Figure 1. Nets reached from selected ports (run 1).
(4 px per µm)
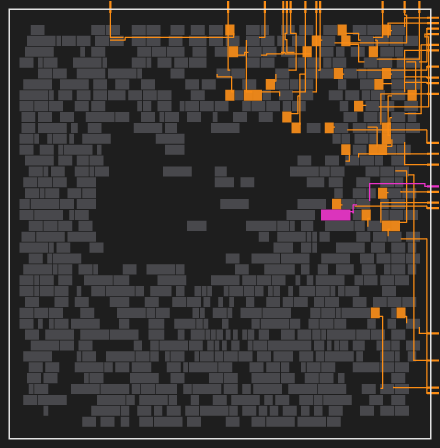
Figure 2. Cells by drive strength (run 1).
(4 px per µm)
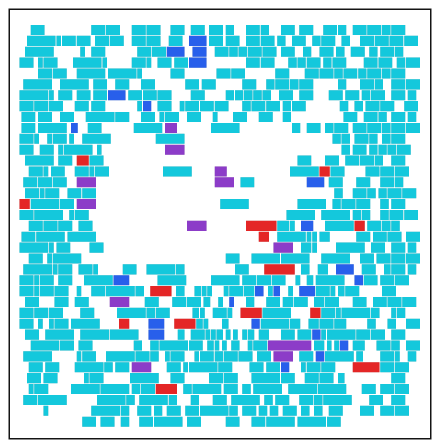
Figure 3. Cell placement (run 1).
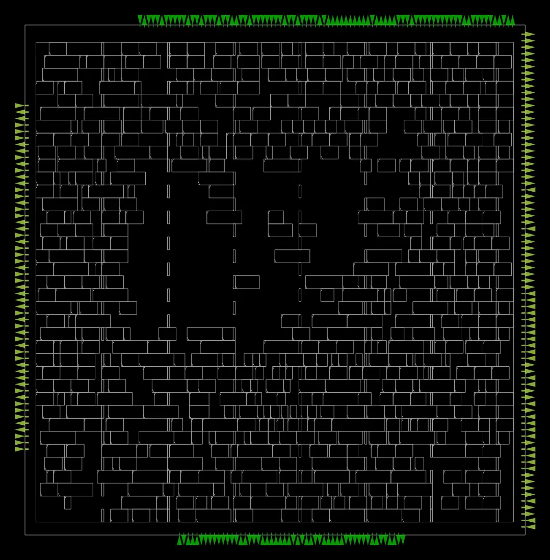
Figure 4. M1 wires (run 1).
(6 px per µm) Supply wires on this layer in gray.
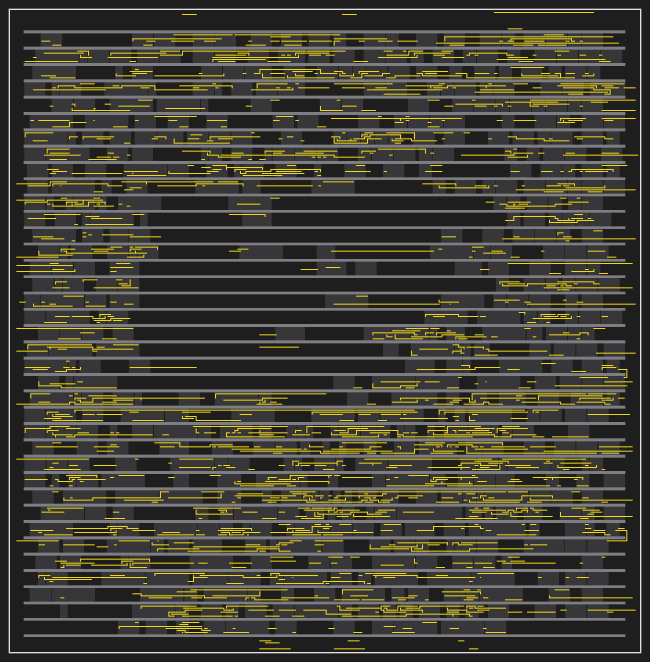
$ cat src/rtl/mem_arbiter.sv
// Arbitrates the instruction-fetch and load/store ports onto one single-port word memory.
// Each access takes one cycle each in IDLE, ACCESS and RESP. Misaligned and out-of-range accesses fault without enabling memory.
module mem_arbiter #(
    parameter int MEM_SIZE   = 64000,
    parameter bit FIXED_PRIO = 1'b0
) (
    input  logic        clk,
    input  logic        reset,
    input  logic        if_req,
    input  logic [31:0] if_addr,
    output logic        if_gnt,
    output logic        if_rvalid,
    output logic [31:0] if_rdata,
    output logic        if_fault,
    input  logic        d_req,
    input  logic        d_we,
    input  logic [31:0] d_addr,
    input  logic [31:0] d_wdata,
    output logic        d_gnt,
    output logic        d_rvalid,
    output logic [31:0] d_rdata,
    output logic        d_fault,
    output logic        mem_enable,
    output logic        mem_write,
    output logic [31:0] mem_address,
    output logic [31:0] mem_data_in,
    input  logic [31:0] mem_data_out
);

    typedef enum logic [1:0] {IDLE, ACCESS, RESP, FAULT} state_t;

    localparam logic [31:0] MAX_ADDR = 32'(MEM_SIZE - 4);

    state_t      state_reg, state_next;
    logic        if_gnt_reg, if_gnt_next;
    logic        if_rvalid_reg, if_rvalid_next;
    logic        if_fault_reg, if_fault_next;
    logic        d_gnt_reg, d_gnt_next;
    logic        d_rvalid_reg, d_rvalid_next;
    logic        d_fault_reg, d_fault_next;
    logic        mem_enable_reg, mem_enable_next;
    logic        mem_write_reg, mem_write_next;
    logic [31:0] mem_address_reg, mem_address_next;
    logic [31:0] mem_data_in_reg, mem_data_in_next;
    logic        owner_d_reg, owner_d_next;
    logic        last_d_reg, last_d_next;

    // Index 0 is the fetch port, index 1 the data port.
    logic [31:0] port_addr [2];
    logic [1:0]  port_legal;
    logic        pick_d;

    assign port_addr[0] = if_addr;
    assign port_addr[1] = d_addr;

    genvar gi;
    generate
        for (gi = 0; gi < 2; gi++) begin : g_legal
            assign port_legal[gi] = (port_addr[gi][1:0] == 2'b00) && (port_addr[gi] <= MAX_ADDR);
        end
    endgenerate

    // Data wins when alone, under fixed priority, or when fetch was granted last.
    assign pick_d = d_req && (!if_req || FIXED_PRIO || !last_d_reg);

    always_comb begin
        state_next       = state_reg;
        if_gnt_next      = 1'b0;
        if_rvalid_next   = 1'b0;
        if_fault_next    = 1'b0;
        d_gnt_next       = 1'b0;
        d_rvalid_next    = 1'b0;
        d_fault_next     = 1'b0;
        mem_enable_next  = 1'b0;
        mem_write_next   = mem_write_reg;
        mem_address_next = mem_address_reg;
        mem_data_in_next = mem_data_in_reg;
        owner_d_next     = owner_d_reg;
        last_d_next      = last_d_reg;

        case (state_reg)
            IDLE: begin
                if (if_req || d_req) begin
                    owner_d_next = pick_d;
                    last_d_next  = pick_d;
                    if (pick_d) begin
                        d_gnt_next = 1'b1;
                        if (port_legal[1]) begin
                            mem_enable_next  = 1'b1;
                            mem_write_next   = d_we;
                            mem_address_next = d_addr;
                            mem_data_in_next = d_wdata;
                            state_next       = ACCESS;
                        end else begin
                            d_rvalid_next = 1'b1;
                            d_fault_next  = 1'b1;
                            state_next    = FAULT;
                        end
                    end else begin
                        if_gnt_next = 1'b1;
                        if (port_legal[0]) begin
                            mem_enable_next  = 1'b1;
                            mem_write_next   = 1'b0;
                            mem_address_next = if_addr;
                            state_next       = ACCESS;
                        end else begin
                            if_rvalid_next = 1'b1;
                            if_fault_next  = 1'b1;
                            state_next     = FAULT;
                        end
                    end
                end
            end
            ACCESS: begin
                if (owner_d_reg) d_rvalid_next  = 1'b1;
                else             if_rvalid_next = 1'b1;
                state_next = RESP;
            end
            RESP:    state_next = IDLE;
            FAULT:   state_next = IDLE;
            default: state_next = IDLE;
        endcase
    end

    always_ff @(posedge clk) begin
        if (reset) begin
            state_reg       <= IDLE;
            if_gnt_reg      <= 1'b0;
            if_rvalid_reg   <= 1'b0;
            if_fault_reg    <= 1'b0;
            d_gnt_reg       <= 1'b0;
            d_rvalid_reg    <= 1'b0;
            d_fault_reg     <= 1'b0;
            mem_enable_reg  <= 1'b0;
            mem_write_reg   <= 1'b0;
            mem_address_reg <= '0;
            mem_data_in_reg <= '0;
            owner_d_reg     <= 1'b0;
            last_d_reg      <= 1'b0;
        end else begin
            state_reg       <= state_next;
            if_gnt_reg      <= if_gnt_next;
            if_rvalid_reg   <= if_rvalid_next;
            if_fault_reg    <= if_fault_next;
            d_gnt_reg       <= d_gnt_next;
            d_rvalid_reg    <= d_rvalid_next;
            d_fault_reg     <= d_fault_next;
            mem_enable_reg  <= mem_enable_next;
            mem_write_reg   <= mem_write_next;
            mem_address_reg <= mem_address_next;
            mem_data_in_reg <= mem_data_in_next;
            owner_d_reg     <= owner_d_next;
            last_d_reg      <= last_d_next;
        end
    end

    assign if_gnt      = if_gnt_reg;
    assign if_rvalid   = if_rvalid_reg;
    assign if_fault    = if_fault_reg;
    assign d_gnt       = d_gnt_reg;
    assign d_rvalid    = d_rvalid_reg;
    assign d_fault     = d_fault_reg;
    assign mem_enable  = mem_enable_reg;
    assign mem_write   = mem_write_reg;
    assign mem_address = mem_address_reg;
    assign mem_data_in = mem_data_in_reg;

    // The memory's read register is the output register for read data; gate it to the owner in RESP.
    assign if_rdata = (if_rvalid_reg && !if_fault_reg) ? mem_data_out : '0;
    assign d_rdata  = (d_rvalid_reg && !d_fault_reg && !mem_write_reg) ? mem_data_out : '0;

endmodule

$ cat config.mk
export PLATFORM = sky130hd
export DESIGN_NAME = mem_arbiter
export DESIGN_NICKNAME = d
export VERILOG_FILES = /design/src/rtl/mem_arbiter.sv
export SDC_FILE = /design/constraint.sdc
export NUM_CORES = 1
export LEC_CHECK = 0
export CAP_MARGIN = 20
export CORE_AREA = 2 2 103 105
export DETAILED_ROUTE_END_ITERATION = 8
export DIE_AREA = 0 0 105 107
export PLACE_DENSITY = 0.81
export SLEW_MARGIN = 30
export SYNTH_ARGS = -nofsm -noshare
export SYNTH_HDL_FRONTEND = slang
export SYNTH_SLANG_ARGS = --single-unit
$ cat constraint.sdc
create_clock -name clk -period 5.25 [get_ports clk]
set_input_delay 1.05 -clock clk [delete_from_list [all_inputs] [get_ports clk]]
set_output_delay 1.05 -clock clk [all_outputs]
set_load 0.03 [all_outputs]
==> job_summary.md, run 1 <==
## Implementation flow summary

| Metric | Value |
|---|---|
| Status | `finished, final reports clean` |
| Synth Instances | `356` |
| Initial drt markers | `roughly 110` |
| VDD IR max | `between 0.15 and 0.2 mV` |
| Leakage | `between 2 and 2.5 nW` |
| CTS tree | `built` |
| Area after DPL | `a little over 0.006 mm²` |
| CP endpoint kind | `primary output` |
| First-pass GRT wire length | `~19,000 µm` |
| Critical Path Slowest Stage Cell | `clkdlybuf4s50_1` |
| Die extent in x | `105 µm` |
| Seq_cells | `75` |
| Top area contributor share | `0.4476` |
| Worst slew pin tran | `approximately 0.83 ns` |
| Sink Count | `about 75` |
| Vias per cell | `4.617` |
| FF+latch area | `0.001501 mm²` |
| Final setup TNS | `0 ns` |
| Crit path max-delay family | `buffers and inverters` |
| Vias in the first global route | `around 3,600` |
| Mean routed wirelength per cell | `16.41 µm` |
| Distinct cells, synth | `35` |
| Fraction of area in multi-input gates | `0.2740` |
| Root Buffer | `clkbuf_8` |
| DRC | `0` |
| Post-CTS Hold Buffers | `0` |
| Final Max Tran Viols | `0` |
| HPWL Detailed | `9911 µm` |
| Multiplexer share | `0.1443` |
| Worst-skew pair later-pin latency | `0.34 ns` |
| RSZ-0062 raised after global routing | `no` |
| Synthesized cell area | `roughly 0.0034 mm²` |
| CP Launch Type | `primary input` |
| Met1 wire length | `4551 µm` |
| FP Util | `0.3324` |
| Initial antenna violation count | `2` |
| Max Root-Sink Buffers | `2` |
| Chip area | `0.01124 mm²` |
| Crit path time final | `~3.4 ns` |
| Invs w/o clock | `2` |
| Post-Layout Cell Count | `759` |
| Met2 Usage GRT | `0.3891` |
| Most frequent CP cell | `clkdlybuf4s50_1` |
| CLK BUF | `9` |
| Final nets | `749` |
| H-tree depth | `3` |
| Worst Hold Depth | `2` |
| Crit path kind | `primary input to primary output` |
| Aoi share | `0.06117` |
| # diodes | `2` |
| Clock buf/inv share | `0.03126` |
| Ys cells | `356` |
| Fin. Hold Viols | `0` |
| Syn avg cell area | `between 9 and 10 µm²` |
| Gr busiest metal | `met2` |
| DR top layer | `met4` |
| Met2 WL | `about 6500 µm` |
| Synth logic family | `simple AND/OR/NAND/NOR gates` |
| Share of cells above drive strength 1 | `0.07890` |
| Adder Area Share | `0` |
| Top cells by area, synth | `dfxtp_1 (45%), and2_1 (12%), mux2i_1 (12%)` |
| Top post-synthesis cells by count | `dfxtp_1 (75), and2_1 (64), nor2_1 (41)` |
| Post-route clock period utilization | `0.6482` |
| Ys Warns | `0` |
| Global placement routability congestion | `between 0.8 and 0.9` |
| Worst path arrival time | `roughly 2.4 ns` |
| Post-CTS resize count | `0` |
| Most frequent cell after synthesis | `dfxtp_1` |
| NonClk Buf Share | `0.4285` |
About Figure 1:
- d_rdata: orange (bits 32; direction output; end cells 32; buffers 32; wire 753 µm)
- if_rvalid: magenta (bits 1; direction output; end cells 1; buffers 1; wire 23.6 µm)
IO Port Bufs: 268
Ports: 269

About Figure 2:
- drive 6 and up: purple (cells 12; most used clkbuf_8)
- drive 1 or less: cyan (cells 572; most used clkdlybuf4s50_1)
- drive 3 to 4: red (cells 14; most used buf_4)
- drive 2: blue (cells 23; most used or2_2)
Final Worst Setup Slack: 1.847 ns
number of non-clock buffers in the layout: 272
P&R area growth vs syn: 88.55%

About Figure 3:
Seq area share: 0.2374
tap cell count: 136
Fillers: 853
core box area: 0.01009 mm²

About Figure 4:
- nets with wire on the layer: 635
- wire length on this layer: 4,550 µm
- main direction: horizontal
- share of all routed wire: 37%
- longest straight run: 56.6 µm
drt total wl: 12,450 µm
via count: 3,504
met1 GRT Util: 0.2146

[run 1: final timing paths]
check | to | from | slack, ns
worst min register to register | mem_address[7] | mem_address[7] | 0.47
worst max-delay path | if_rdata[23] | mem_data_out[23] | 1.85
worst max register to register | mem_address[14] | last_d_reg | 2.84
worst min-delay path | mem_address[7] | mem_address[7] | 0.47
[run 1: metrics by stage]
| stage | power, mW | util | worst slack [ns] | hold slack [ns] |
|---|---|---|---|---|
| 2_1_floorplan | 0.7108 | - | 2.719 | 0.4588 |
| 3_3_place_gp | 0.8816 | 0.6064 | 1.788 | 0.4464 |
| 3_5_place_dp | 0.8863 | 0.6064 | 1.631 | 0.4577 |
| 4_1_cts | 1.336 | 0.6260 | 1.829 | 0.4697 |
| 5_1_grt | 1.376 | 0.6267 | 1.795 | 0.4909 |
| 6_report | 1.320 | 0.6267 | 1.847 | 0.4686 |
[run 1: cell usage in the layout, fill, tap and decap left out, types with 2 or more instances in the layout]
cell type        Yosys  final
o21ai_0              3      3
o21a_1               2      2
mux2_2               3      3
nor2_1              41     41
nor2b_1              9      9
nor4_1               4      4
clkbuf_8             0      9
inv_6                0      2
a21oi_1              8      8
clkdlybuf4s50_1      0    267
o211ai_1             7      7
and2_1              64     64
nand2_1             24     24
nor4_4               2      2
dfxtp_1             75     75
nor3_1               2      2
and3_1              18     18
o31a_1               2      2
or2_2                7      7
diode_2              0      2
nor4_2               5      5
buf_4                0      5
mux2_4               4      4
clkinv_2             0      2
nand4_1              2      2
mux2i_1             39     39
[run 1: power by group through the flow]
stage               logic [mW]  clock network [mW]  registers [mW]
floorplan                0.114                   0           0.597
global placement         0.291                   0           0.591
detailed placement       0.295                   0           0.591
CTS                      0.296               0.462           0.578
global route             0.313               0.485           0.579
finish                   0.295               0.447           0.577
==> inputs of run 2 (changes only) <==
Settings changed: CORE_AREA 2 2 103 105 to 2 2 104 106, DIE_AREA 0 0 105 107 to 0 0 106 108, PLACE_DENSITY 0.81 to 0.8.
Clock period 5.25 ns to 3.3 ns, I/O delays scaled along.
Figure 5. Cells by drive strength (run 2).
(3 px per µm)
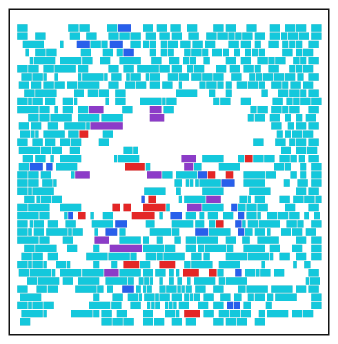
- drive 2: blue (cells 22; most used or2_2)
- drive 6 and up: purple (cells 13; most used clkbuf_8)
- drive 1 or less: cyan (cells 573; most used clkdlybuf4s50_1)
- drive 3 to 4: red (cells 17; most used buf_4)
P&R area growth vs syn: 90.00%
Final Worst Setup Slack: 0.6272 ns
number of non-clock buffers in the layout: 276
Design Area, Final: 0.006374 mm²

Figure 6. Cell density map (run 2).
(3 px per µm) The die is cut into 11 by 11 equal tiles; dark blue is low, red is high, 0 to 100% covered.
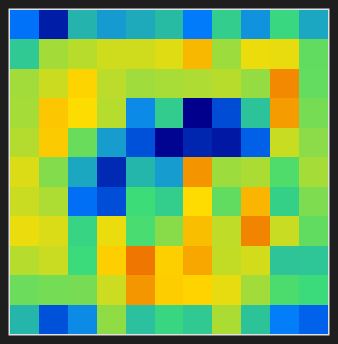
- fullest tile: 87%
- emptiest ninth of the die: center
- nearly empty tiles: 1.7%
final core occ: 0.6230
core box area: 0.01023 mm²
FP Util: 0.3279

==> job_summary.md, run 2 <==
## Implementation flow summary

| Metric | Value |
|---|---|
| Ys Warns | `0` |
| Final nets | `about 750` |
| Ys cells | `between 300 and 400` |
| Critical Path Slowest Stage Cell | `o21bai_2` |
| Sink Count | `~75` |
| Via count | `between 3,000 and 4,000` |
| Top post-synthesis cells by count | `dfxtp_1 (75), and2_1 (64), nor2_1 (41)` |
| Post-route clock period utilization | `0.8099` |
| Met2 WL | `~6000 µm` |
| Ports | `between 200 and 300` |
| Post-Layout Cell Count | `about 760` |
| Most frequent cell after synthesis | `dfxtp_1` |
| Global placement routability congestion | `0.8061` |
| Most frequent logic cell in the layout | `clkdlybuf4s50_1` |
| Synth logic family | `simple AND/OR/NAND/NOR gates` |
| Most frequent CP cell | `buf_4` |
| Top cells by area, synth | `dfxtp_1 (45%), and2_1 (12%), mux2i_1 (12%)` |
| Final setup TNS | `0 ns` |
| Top area contributor share | `0.4476` |
| Syn avg cell area | `around 9.4 µm²` |
| Distinct cells, synth | `35` |
| Most common logic cells in the final layout | `clkdlybuf4s50_1 (267), dfxtp_1 (75), and2_1 (64)` |
| Met1 wire length | `between 4000 and 5000 µm` |
| DRC | `0` |
| Setup WS pre-CTS | `between 0.2 and 0.3 ns` |
| Drt total wl | `about 12,000 µm` |
| Aoi share | `0.06117` |
| First-pass GRT wire length | `around 18,000 µm` |
| Vias in the first global route | `roughly 3,500` |
| Crit path kind | `primary input to register` |
| Worst path arrival time | `slightly below 3 ns` |
| Share of cells above drive strength 1 | `0.08320` |
| CTS tree | `built` |
| Fin. Hold Viols | `0` |
| Post-CTS resize count | `0` |
| Post-CTS Hold Buffers | `0` |
| Status | `finished, final reports clean` |
| Die extent in x | `about 110 µm` |
| HPWL Detailed | `about 9700 µm` |
==> run 2: cell counts after synthesis <==
No cell type changed its count.
==> run 2: area by class of cell <==
cell class	instances	area (µm²)
clock buffer	10	127.6
clock inverter	6	96.34
fill	854	3857
inverter	2	7.507
multi-input combinational	256	1733
sequential	75	1501
tap	136	170.2
timing repair buffer	276	2738
==> run 2: per-stage QoR <==
| stage | power [mW] | util | hold slack, ns |
|---|---|---|---|
| 2_1_floorplan | 1.131 | - | 0.4588 |
| 3_5_place_dp | 1.412 | 0.6011 | 0.4680 |
| 3_3_place_gp | 1.406 | 0.6011 | 0.4510 |
| 6_report | 2.193 | 0.6230 | 0.4777 |
| 4_1_cts | 2.219 | 0.6230 | 0.4822 |
| 5_1_grt | 2.281 | 0.6230 | 0.4947 |
==> run 2: final timing paths <==
kind / start / endpoint / slack [ns]
max: d_req / mem_address[7] / 0.63
min: mem_address[8] / mem_address[8] / 0.48
max reg2reg: last_d_reg / mem_address[7] / 1.13
min reg2reg: mem_address[8] / mem_address[8] / 0.48
==> run 2: routing by layer <==
metal	vias up	GRT usage
li1	1727	-
met1	1580	0.2237
met5	-	0
met2	173	0.3525
met3	18	0.06269
met4	0	0.07237
==> run 2: power by group through the flow <==
| stage | sequential [mW] | combinational, mW | clock, mW |
|---|---|---|---|
| 2_1_floorplan | 0.950 | 0.181 | 0 |
| 3_3_place_gp | 0.940 | 0.466 | 0 |
| 3_5_place_dp | 0.941 | 0.471 | 0 |
| 4_1_cts | 0.919 | 0.472 | 0.827 |
| 5_1_grt | 0.921 | 0.496 | 0.864 |
| 6_report | 0.919 | 0.468 | 0.806 |
Power is estimated from default activity; no workload was simulated.
